--- config.mk ---
export PLATFORM = sky130hd
export DESIGN_NAME = inst_fetch_unit
export DESIGN_NICKNAME = d
export VERILOG_FILES = /design/src/rtl/inst_fetch_unit.sv
export SDC_FILE = /design/constraint.sdc
export NUM_CORES = 1
export LEC_CHECK = 0
export CELL_PAD_IN_SITES_DETAIL_PLACEMENT = 1
export CELL_PAD_IN_SITES_GLOBAL_PLACEMENT = 1
export CORE_UTILIZATION = 49
export DETAILED_ROUTE_END_ITERATION = 10
export PLACE_DENSITY_LB_ADDON = 0.05
export SYNTH_ARGS = -nofsm -noshare
export SYNTH_HDL_FRONTEND = slang
export SYNTH_SLANG_ARGS = --single-unit
--- constraint.sdc ---
create_clock -name clk -period 3.5 [get_ports clk]
set_input_delay 0.875 -clock clk [delete_from_list [all_inputs] [get_ports clk]]
set_output_delay 0.875 -clock clk [all_outputs]
set_load 0.02 [all_outputs]
--- src/rtl/inst_fetch_unit.sv ---
// Instruction fetch: owns the PC, issues imem reads, tags responses in order and
// buffers them for decode. Optional perf counters build with `FETCH_PERF_EN.
//
// Handshakes (request channel and decode channel): a transfer happens on a rising
// edge where valid && ready. valid never depends on ready, and a raised request
// holds its address until taken unless a redirect withdraws it.
module inst_fetch_unit #(
  parameter int          DEPTH     = 4,
  parameter logic [31:0] RESET_PC  = 32'h0000_0000,
  parameter int          MAX_OUTST = 4
) (
  input  logic        clk,
  input  logic        rst,
  output logic        imem_req_valid,
  input  logic        imem_req_ready,
  output logic [31:0] imem_req_addr,
  input  logic        imem_rsp_valid,
  input  logic [31:0] imem_rsp_data,
  input  logic        redirect,
  input  logic [31:0] redirect_pc,
  output logic        inst_valid,
  input  logic        inst_ready,
  output logic [31:0] inst,
  output logic [31:0] inst_pc,
`ifdef FETCH_PERF_EN
  output logic [15:0] perf_stall_cnt,
  output logic [15:0] perf_drop_cnt,
`endif
  output logic [1:0]  dbg_state
);

  localparam int AW = (DEPTH > 1) ? $clog2(DEPTH) : 1;
  localparam int CW = $clog2(DEPTH + 1);
  localparam int TW = (MAX_OUTST > 1) ? $clog2(MAX_OUTST) : 1;
  localparam logic [CW:0]   DEPTH_C = (CW+1)'(DEPTH);
  localparam logic [CW-1:0] MAX_C   = CW'(MAX_OUTST);
  localparam logic [31:0]   PC_MASK = 32'hFFFF_FFFC;

  typedef enum logic [1:0] {
    ST_IDLE  = 2'd0,
    ST_FETCH = 2'd1,
    ST_FLUSH = 2'd2
  } state_t;

  state_t        state;
  logic [31:0]   fetch_pc;

  logic [31:0]   q_data [DEPTH];
  logic [31:0]   q_pc   [DEPTH];
  logic [AW-1:0] q_rd;
  logic [AW-1:0] q_wr;
  logic [CW-1:0] q_count;

  logic [31:0]   t_pc [MAX_OUTST];
  logic [TW-1:0] t_rd;
  logic [TW-1:0] t_wr;

  logic [CW-1:0] outstanding;
  logic [CW-1:0] drop_cnt;

  logic          req_fire;
  logic          rsp_keep;
  logic          pop;
  logic [CW-1:0] outst_nxt;
  logic [CW-1:0] drop_nxt;

  function automatic logic [TW-1:0] t_inc(input logic [TW-1:0] p);
    return (p == TW'(MAX_OUTST - 1)) ? '0 : p + TW'(1);
  endfunction

  // Credit rule: queued plus in-flight words never exceed the queue size, so a
  // response always has a slot and the tag FIFO can never overflow.
  assign imem_req_valid = (state == ST_FETCH) & ~redirect
                        & (({1'b0, q_count} + {1'b0, outstanding}) < DEPTH_C)
                        & (outstanding < MAX_C);
  assign imem_req_addr  = fetch_pc;
  assign inst_valid     = (q_count != '0);
  assign inst           = q_data[q_rd];
  assign inst_pc        = q_pc[q_rd];
  assign dbg_state      = state;

  always_comb begin
    req_fire  = imem_req_valid & imem_req_ready;
    rsp_keep  = imem_rsp_valid & ~redirect & (drop_cnt == '0);
    pop       = inst_valid & inst_ready & ~redirect;
    outst_nxt = outstanding + CW'(req_fire) - CW'(imem_rsp_valid);
    // Everything still in flight after a redirect belongs to the old path.
    if (redirect) begin
      drop_nxt = outst_nxt;
    end else if (imem_rsp_valid && (drop_cnt != '0)) begin
      drop_nxt = drop_cnt - CW'(1);
    end else begin
      drop_nxt = drop_cnt;
    end
  end

  always_ff @(posedge clk or negedge rst) begin
    if (!rst) begin
      state       <= ST_IDLE;
      fetch_pc    <= RESET_PC & PC_MASK;
      q_rd        <= '0;
      q_wr        <= '0;
      q_count     <= '0;
      t_rd        <= '0;
      t_wr        <= '0;
      outstanding <= '0;
      drop_cnt    <= '0;
      for (int i = 0; i < DEPTH; i++) begin
        q_data[i] <= '0;
        q_pc[i]   <= '0;
      end
      for (int i = 0; i < MAX_OUTST; i++) begin
        t_pc[i] <= '0;
      end
    end else begin
      outstanding <= outst_nxt;
      drop_cnt    <= drop_nxt;

      case (state)
        ST_IDLE:  state <= ST_FETCH;
        ST_FETCH,
        ST_FLUSH: state <= (drop_nxt != '0) ? ST_FLUSH : ST_FETCH;
        default:  state <= ST_IDLE;
      endcase

      if (redirect) begin
        fetch_pc <= redirect_pc & PC_MASK;
      end else if (req_fire) begin
        fetch_pc <= fetch_pc + 32'd4;
      end

      if (redirect) begin
        t_rd <= '0;
        t_wr <= '0;
      end else begin
        if (req_fire) begin
          t_pc[t_wr] <= fetch_pc;
          t_wr       <= t_inc(t_wr);
        end
        if (rsp_keep) begin
          t_rd <= t_inc(t_rd);
        end
      end

      if (redirect) begin
        q_rd    <= '0;
        q_wr    <= '0;
        q_count <= '0;
      end else begin
        if (rsp_keep) begin
          q_data[q_wr] <= imem_rsp_data;
          q_pc[q_wr]   <= t_pc[t_rd];
          q_wr         <= q_wr + AW'(1);
        end
        if (pop) begin
          q_rd <= q_rd + AW'(1);
        end
        q_count <= q_count + CW'(rsp_keep) - CW'(pop);
      end
    end
  end

`ifdef FETCH_PERF_EN
  always_ff @(posedge clk or negedge rst) begin
    if (!rst) begin
      perf_stall_cnt <= '0;
      perf_drop_cnt  <= '0;
    end else begin
      if ((state == ST_FETCH) && !inst_valid && (perf_stall_cnt != 16'hFFFF)) begin
        perf_stall_cnt <= perf_stall_cnt + 16'd1;
      end
      if (imem_rsp_valid && !rsp_keep && (perf_drop_cnt != 16'hFFFF)) begin
        perf_drop_cnt <= perf_drop_cnt + 16'd1;
      end
    end
  end
`endif

  // A response with nothing in flight means the memory broke the protocol.
  assert property (@(posedge clk) disable iff (!rst)
    imem_rsp_valid |-> (outstanding != '0));

endmodule

Fig. 1: cell placement
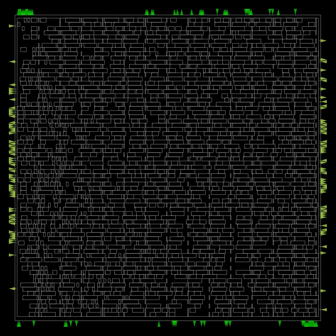
n_taps: 511
Post-Layout Cell Count: 1958

Fig. 2: wiring by layer
Scale bar: 50 um. Two of the layers only.
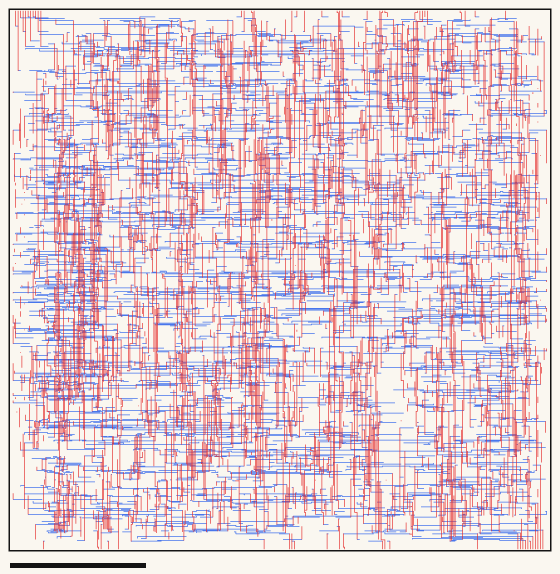
- red: metal 2 (wire length 21.2 mm)
- blue: metal 1 (wire length 19900 um)

==> notes.md <==
Implementation status.

- The flow ran to the end, and the final reports show no timing, DRC or antenna violations.
- For this configuration, the core starts out at a cell density of 49.9%.
- The worst relative slew slack is 36.7%.
- The cell-mix breakdown from Yosys lists the XOR/XNOR area share as 0.979%.
- A synthesized cell averages 15.1 sq um.
- The combinational fraction of the cell area is 34.5%.
- The largest individual stage delay along the critical path comes from the cell sky130_fd_sc_hd__clkdlybuf4s50_1.
- Across the run, the number of max-cap violations was 0.
- In this run, placement finished with an instance count of 1874.
- In the synthesized netlist, the number of instances is 1243.
- The max-slew violation count is 0.
- The number of primary I/O pins is 170.
- The internal power summed over all cells is 10700 uW.
- The area recorded from the Yosys report for this design is 18800 sq um.
- Among cell families on the critical path, the largest total delay comes from buffers and inverters.
- The post-synthesis compound-gate area fraction is 1.98%.
- Per the layout report, the design carries 209 non-clock buffers.
- In the Yosys report, the sequential cells make up 55.5% of the chip area.
- For this run, the slowest stage of the critical path takes 0.62 ns.
- STA classifies the critical path endpoint as an output port.
No activity file was given, so power comes from the tool's default toggle rates.
